### Placement by cell class, run 1

Fill, decap, tap and diode cells in grey.
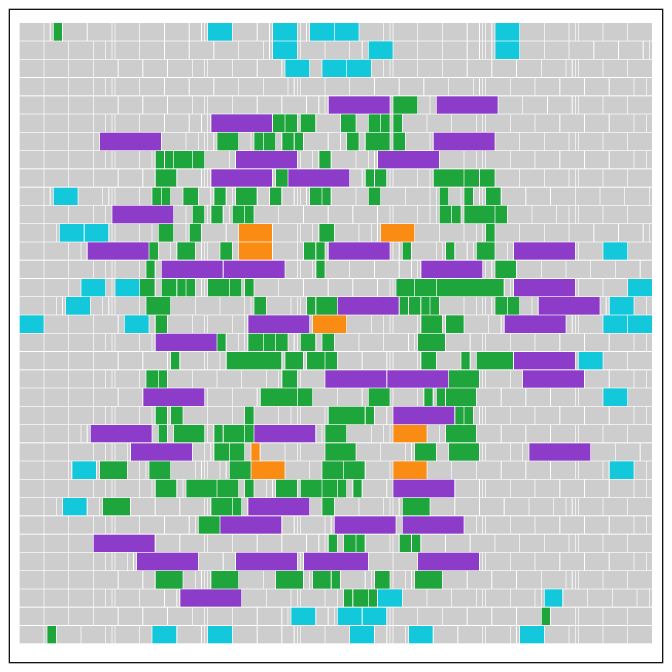
### Routed metal per tile, run 1

The bar under the picture is 20 µm long. 19 x 19 tiles, from dark blue (low) to red (high), scaled to the fullest tile. Values are wire area over tile area, all layers added.
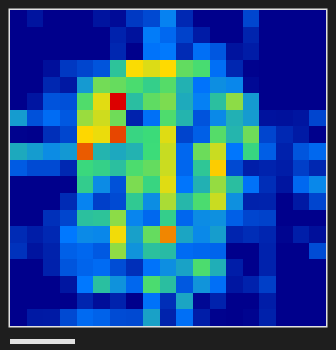
### Met1 routing, run 1

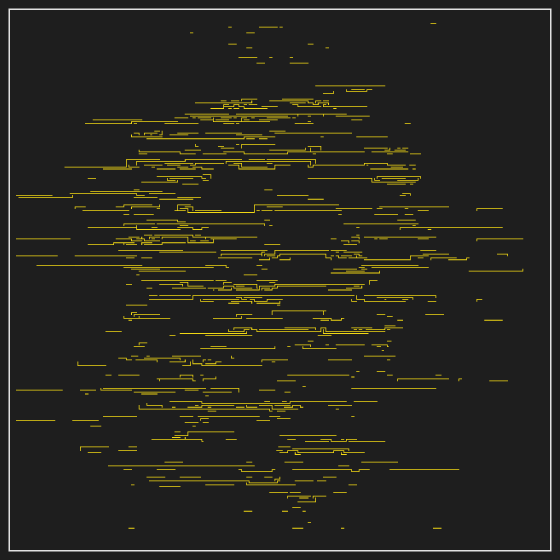
### Metal 3, run 1

The bar under the picture is 20 µm long.
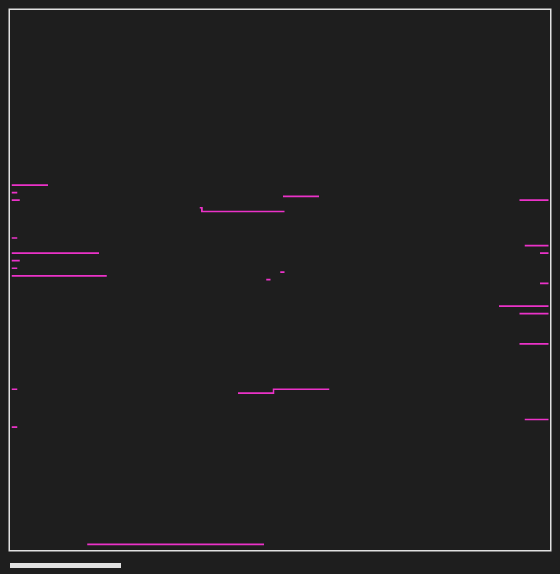
### src/rtl/expr_char_gen.sv
// LFSR-driven producer of "d op d ... d" ASCII expression streams, with an
// optional single-character corruption and the matching recognizer verdict.
module expr_char_gen #(
  parameter int unsigned MAX_TERMS = 8,
  parameter logic [15:0] POLY      = 16'hB400
) (
  input  logic       clk,
  input  logic       clr,
  input  logic       start,
  input  logic [15:0] seed,
  input  logic [3:0] terms,
  input  logic       err_en,
  input  logic [4:0] err_pos,
  output logic [7:0] char,
  output logic       char_valid,
  output logic       expect_flag,
  output logic       busy,
  output logic       done
);

  typedef enum logic [1:0] {
    IDLE  = 2'd0,
    DIGIT = 2'd1,
    OP    = 2'd2,
    DONE  = 2'd3
  } state_t;

  localparam logic [7:0] CH_ZERO = 8'h30;
  localparam logic [7:0] CH_PLUS = 8'h2B;
  localparam logic [7:0] CH_STAR = 8'h2A;
  localparam logic [15:0] SEED_SUB = 16'hACE1;

  function automatic logic [15:0] lfsr_step(input logic [15:0] v);
    if (v[0]) begin
      return (v >> 1) ^ POLY;
    end else begin
      return v >> 1;
    end
  endfunction

  function automatic logic [3:0] clamp_terms(input logic [3:0] t);
    if (t == 4'd0) begin
      return 4'd1;
    end else if (32'(t) > MAX_TERMS) begin
      return 4'(MAX_TERMS);
    end else begin
      return t;
    end
  endfunction

  state_t      state_r, state_n;
  logic [15:0] lfsr_r, lfsr_n;
  logic [4:0]  idx_r, idx_n;
  logic [3:0]  n_r, n_n;
  logic        err_en_r, err_en_n;
  logic [4:0]  err_pos_r, err_pos_n;
  logic        sticky_r, sticky_n;

  logic [7:0]  char_n;
  logic        valid_n, expect_n, busy_n, done_n;

  logic [4:0]  last_idx;
  logic        corrupt;
  logic [3:0]  digit;

  assign last_idx = {n_r, 1'b0} - 5'd2;
  assign corrupt  = err_en_r && (idx_r == err_pos_r);
  assign digit    = (lfsr_r[3:0] >= 4'd10) ? (lfsr_r[3:0] - 4'd10) : lfsr_r[3:0];

  // Next-state, datapath and next-output decode.
  always_comb begin
    state_n   = state_r;
    lfsr_n    = lfsr_r;
    idx_n     = idx_r;
    n_n       = n_r;
    err_en_n  = err_en_r;
    err_pos_n = err_pos_r;
    sticky_n  = sticky_r;
    char_n    = 8'h00;
    valid_n   = 1'b0;
    expect_n  = 1'b0;
    busy_n    = 1'b0;
    done_n    = 1'b0;
    case (state_r)
      IDLE: begin
        if (start) begin
          lfsr_n    = (seed == 16'h0000) ? SEED_SUB : seed;
          n_n       = clamp_terms(terms);
          err_en_n  = err_en;
          err_pos_n = err_pos;
          idx_n     = 5'd0;
          sticky_n  = 1'b0;
          state_n   = DIGIT;
        end else begin
          state_n = IDLE;
        end
      end
      DIGIT: begin
        valid_n  = 1'b1;
        busy_n   = 1'b1;
        char_n   = corrupt ? CH_PLUS : (CH_ZERO + {4'd0, digit});
        expect_n = !corrupt && !sticky_r;
        sticky_n = sticky_r | corrupt;
        lfsr_n   = lfsr_step(lfsr_r);
        idx_n    = idx_r + 5'd1;
        state_n  = (idx_r == last_idx) ? DONE : OP;
      end
      OP: begin
        valid_n  = 1'b1;
        busy_n   = 1'b1;
        char_n   = corrupt ? CH_ZERO : (lfsr_r[0] ? CH_STAR : CH_PLUS);
        sticky_n = sticky_r | corrupt;
        lfsr_n   = lfsr_step(lfsr_r);
        idx_n    = idx_r + 5'd1;
        state_n  = DIGIT;
      end
      DONE: begin
        busy_n  = 1'b1;
        done_n  = 1'b1;
        state_n = IDLE;
      end
      default: begin
        state_n = IDLE;
      end
    endcase
  end

  // State, datapath and registered outputs; clr abandons any stream at once.
  always_ff @(posedge clk or posedge clr) begin
    if (clr) begin
      state_r     <= IDLE;
      lfsr_r      <= 16'h0000;
      idx_r       <= 5'd0;
      n_r         <= 4'd1;
      err_en_r    <= 1'b0;
      err_pos_r   <= 5'd0;
      sticky_r    <= 1'b0;
      char        <= 8'h00;
      char_valid  <= 1'b0;
      expect_flag <= 1'b0;
      busy        <= 1'b0;
      done        <= 1'b0;
    end else begin
      state_r     <= state_n;
      lfsr_r      <= lfsr_n;
      idx_r       <= idx_n;
      n_r         <= n_n;
      err_en_r    <= err_en_n;
      err_pos_r   <= err_pos_n;
      sticky_r    <= sticky_n;
      char        <= char_n;
      char_valid  <= valid_n;
      expect_flag <= expect_n;
      busy        <= busy_n;
      done        <= done_n;
    end
  end

endmodule

### config.mk
export PLATFORM = sky130hd
export DESIGN_NAME = expr_char_gen
export DESIGN_NICKNAME = d
export VERILOG_FILES = /design/src/rtl/expr_char_gen.sv
export SDC_FILE = /design/constraint.sdc
export NUM_CORES = 1
export LEC_CHECK = 0
export CAP_MARGIN = 40
export CORE_UTILIZATION = 25
export DETAILED_ROUTE_END_ITERATION = 8
export PLACE_DENSITY = 0.48
export REMOVE_ABC_BUFFERS = 1
export SKIP_LAST_GASP = 1
export SYNTH_ARGS = -nofsm -noshare
export SYNTH_HDL_FRONTEND = slang
export SYNTH_SLANG_ARGS = --single-unit
### constraint.sdc
create_clock -name clk -period 4.2 [get_ports clk]
set_clock_uncertainty 0.2 [all_clocks]
set_input_delay 0.42 -clock clk [delete_from_list [all_inputs] [get_ports clk]]
set_output_delay 0.42 -clock clk [all_outputs]
set_load 0.05 [all_outputs]
==> flow_summary.yaml, run 1 <==
# implementation run metrics
synthesis:
  syn-instance-count: 222
  async_reset_ff_share_pct: 100
  avgSynthCellArea_um2: 10.2
  synthAoiAreaFrac_pct: 12.5
  synth_cell_type_count: 46
  simple_gate_area_share_pct: 16.4
  synth-xor-area-share_pct: 6.20
cells_and_area:
  synthToLayoutAreaGrowth_pct: 24.0
  clockNetworkAreaShare_pct: 3.57
  n_clock_buffer: 8
  layout_top_cells: "dfrtp_1, clkdlybuf4s50_1, nand2_1"
  finalNonFillerCells: 366
  seq_area_share_pct: 38.4
  top_register: "lfsr_r"
placed_design:
  placedCellCount: 358
  io_buffers: 38
die:
  die_y_um: 97.1
  die_area_um2: 9430
timing:
  period_used_pct: 63.0
  worst_slew_pin_slew_ns: 0.907
  slew_headroom_pct: 39.5
  setup_slack_ns: 1.55
  setup_tns_ns: 0
job:
  warnings: 29
clocking:
  cts_buffer_depth: 2
  post_cts_resized: 0
  hold_buffers: 0
  h-tree-depth: 2
detailed_routing:
  wl_met1_mm: 2.32
  drt_iter0_markers: 60
  via_per_inst: 4.55
  wl_met3_um: 148
global_routing:
  gr-total-overflow: 0
  grt-busiest-layer: "met2"
  grt_antenna_before_repair: 0
critical_path:
  crit_end: "char[0]"
  worst_path_max_delay_cell: "ha_1"
  reg2reg_to: "char[0]"
  cp_max_fo: 25
  critPathMaxStageDelay_ns: 0.88
  critical-path-top-delay-family: "adder cells"
  r2r_slack_ns: 1.55
pwr:
  clkPwrFrac_pct: 13.0
  cellInternalPower_w: 0.00123
outcome:
  status: "completed"
hold_path:
  hold-path-cell-count: 1
-- 'Placement by cell class' (at the start) --
| class | colour | cells | share of their area |
|---|---|---|---|
| flops | purple | 43 | 40% |
| clock drivers and dummy loads | orange | 8 | 3.8% |
| other buffers and delay cells | cyan | 39 | 15% |
| combinational and other logic | green | 168 | 41% |
fin area: 2800 µm²
core area: 8720 µm²

-- 'Routed metal per tile' (at the start) --
tiles over half the peak: 13%
mean over tiles: 0.079
fullest tile: 0.39
densest ninth of the die: centre

-- 'Met1 routing' (at the start) --
longest straight run: 29.0 µm
nets with wire on the layer: 257
share of all routed wire: 48%
wire length on this layer: 2320 µm
main direction: horizontal
met1 global-route usage: 14.1%
routed wire length: 4.82 mm
via count: 1667

-- 'Metal 3' (at the start) --
longest straight run: 31.5 µm
main direction: horizontal
share of all routed wire: 3.1%
nets with wire on the layer: 20
wire length on this layer: 149 µm
GR Layer Usage met3: 2.73%

run 1: synthesized netlist by cell type (6+ instances only):
cell	count
o21ai_0	16
nand2_1	25
inv_1	10
mux2_2	7
nor3_1	8
ha_1	8
a21oi_1	6
xnor2_1	10
xor2_1	6
nor2_1	16
dfrtp_1	42
run 1: through the flow:
| stage | power [W] | utilization, % | area [µm²] |
|---|---|---|---|
| floorplan | 0.00162 | - | 2180 |
| global placement | 0.00193 | 31.0 | 2700 |
| detailed placement | 0.00195 | 31.0 | 2700 |
| CTS | 0.00224 | 32.2 | 2800 |
| global route | 0.00241 | 32.2 | 2800 |
| finish | 0.00221 | 32.2 | 2800 |
run 1: cell families after synthesis:
logic type      Yosys count
compound gates           44
xor+xnor                 16
simple gates             74
flops                    43
fa+ha+maj                 8
buf+inv                  23
other cells               1
mux                      13
### Clock nets, run 1

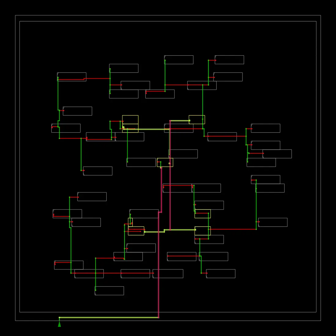

==> run 2, diff against run 1 <==
PLACE_DENSITY = 0.5   (was 0.48)
clock period = 2.42 ns   (was 4.2 ns; I/O delays follow)
### Clock nets, run 2

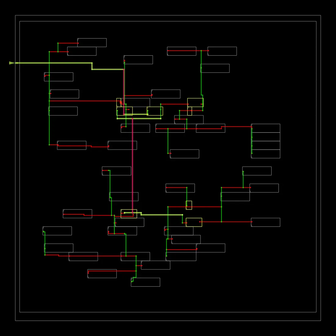
P_clk: 0.000442 W
cts bufs inserted: 5
Flops: 43

### Routed metal per tile, run 2

The bar under the picture is 20 µm long. 19 x 19 tiles, from dark blue (low) to red (high), scaled to the fullest tile. Values are wire area over tile area, all layers added.
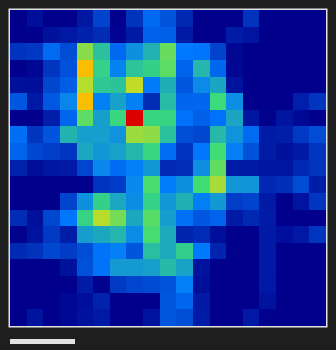
densest ninth of the die: centre
fullest tile: 0.51
mean over tiles: 0.081

==> flow_summary.yaml, run 2 <==
# implementation run metrics
detailed_routing:
  via_per_inst: 4.61
  vias: 1700
  wl_met1_mm: 2.39
  wl_met3_um: 209
synthesis:
  avgSynthCellArea_um2: 10.2
  common_cells: "dfrtp_1, nand2_1, nor2_1, o21ai_0"
  synth_top_cell_by_count: "dfrtp_1"
  syn-instance-count: 222
cells_and_area:
  layout_top_cells: "dfrtp_1, clkdlybuf4s50_1, nand2_1"
  top_register: "lfsr_r"
  finalNonFillerCells: 369
  n_clock_buffer: 7
  clockNetworkAreaShare_pct: 2.90
global_routing:
  gr-total-overflow: 0
  globalRouteMet1Util_pct: 15.0
  use_met3_pct: 3.09
timing:
  worst_slew_pin_slew_ns: 0.574
  setup_slack_ns: 0.319
  period_used_pct: 86.8
pwr:
  power.total_w: 0.00385
  clkPwrFrac_pct: 11.5
clocking:
  cts_buffer_depth: 2
  h-tree-depth: 2
placed_design:
  placed_cell_area_um2: 2730
  io_buffers: 38
  placedCellCount: 361
job:
  warnings: 29
die:
  die_y_um: 97.1
  die_area_um2: 9430
critical_path:
  critical-path-top-delay-family: "multiplexers"
  r2r_slack_ns: 0.32
  cp_max_fo: 13
  worst_path_max_delay_cell: "mux2i_4"
  critPathMaxStageDelay_ns: 0.51
outcome:
  status: "completed"
### Placement by cell class, run 2

Fill, decap, tap and diode cells in grey.
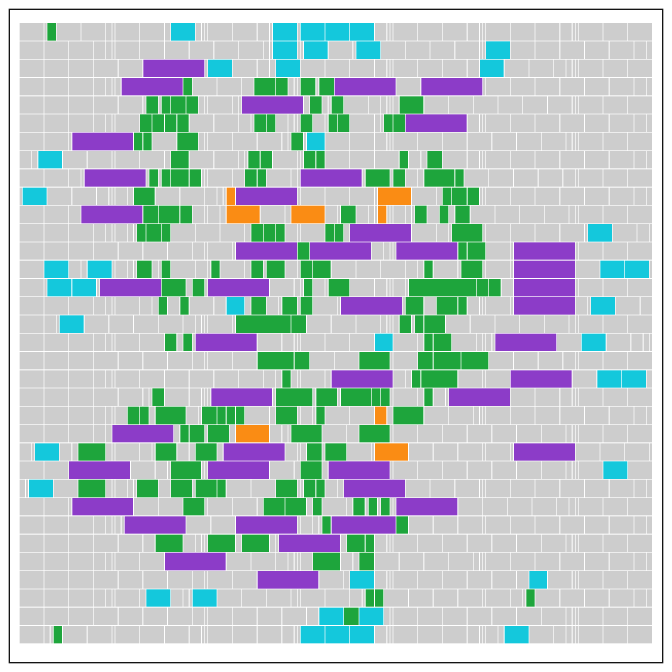
| class | colour | cells | share of their area |
|---|---|---|---|
| combinational and other logic | green | 168 | 41% |
| flops | purple | 43 | 40% |
| other buffers and delay cells | cyan | 42 | 15% |
| clock drivers and dummy loads | orange | 8 | 3.0% |
register share of the cell area: 38.4%
post-layout util: 32.2%
fin area: 2810 µm²

## run 2: cell counts after synthesis
Identical to the previous run, type by type.
## run 2: cell families (layout without fill, tap and decap cells)
family          Yosys count  count (layout)  synth area share, %
flops                    43              43                 47.6
compound gates           44              44                 12.5
fa+ha+maj                 8               8                 4.43
simple gates             74              74                 16.4
buf+inv                  23              61                 5.53
other cells               1               2                0.166
mux                      13              13                 7.14
xor+xnor                 16              16                 6.20
## run 2: final timing paths
check	to	cells after the start	start
max reg2reg	lfsr_r[4]	6	state_r[0]
max in group asynchronous	lfsr_r[1]	3	clr
max	lfsr_r[4]	6	state_r[0]
min reg2reg	expect_flag	1	sticky_r
min	done	3	clr
min in group clk	expect_flag	1	sticky_r
## run 2: worst min-delay path: stages
cell             delay [ns]
clkdlybuf4s50_1        0.40
clkinv_1               0.04
buf_4                  0.45
Power and IR drop assume default switching activity.
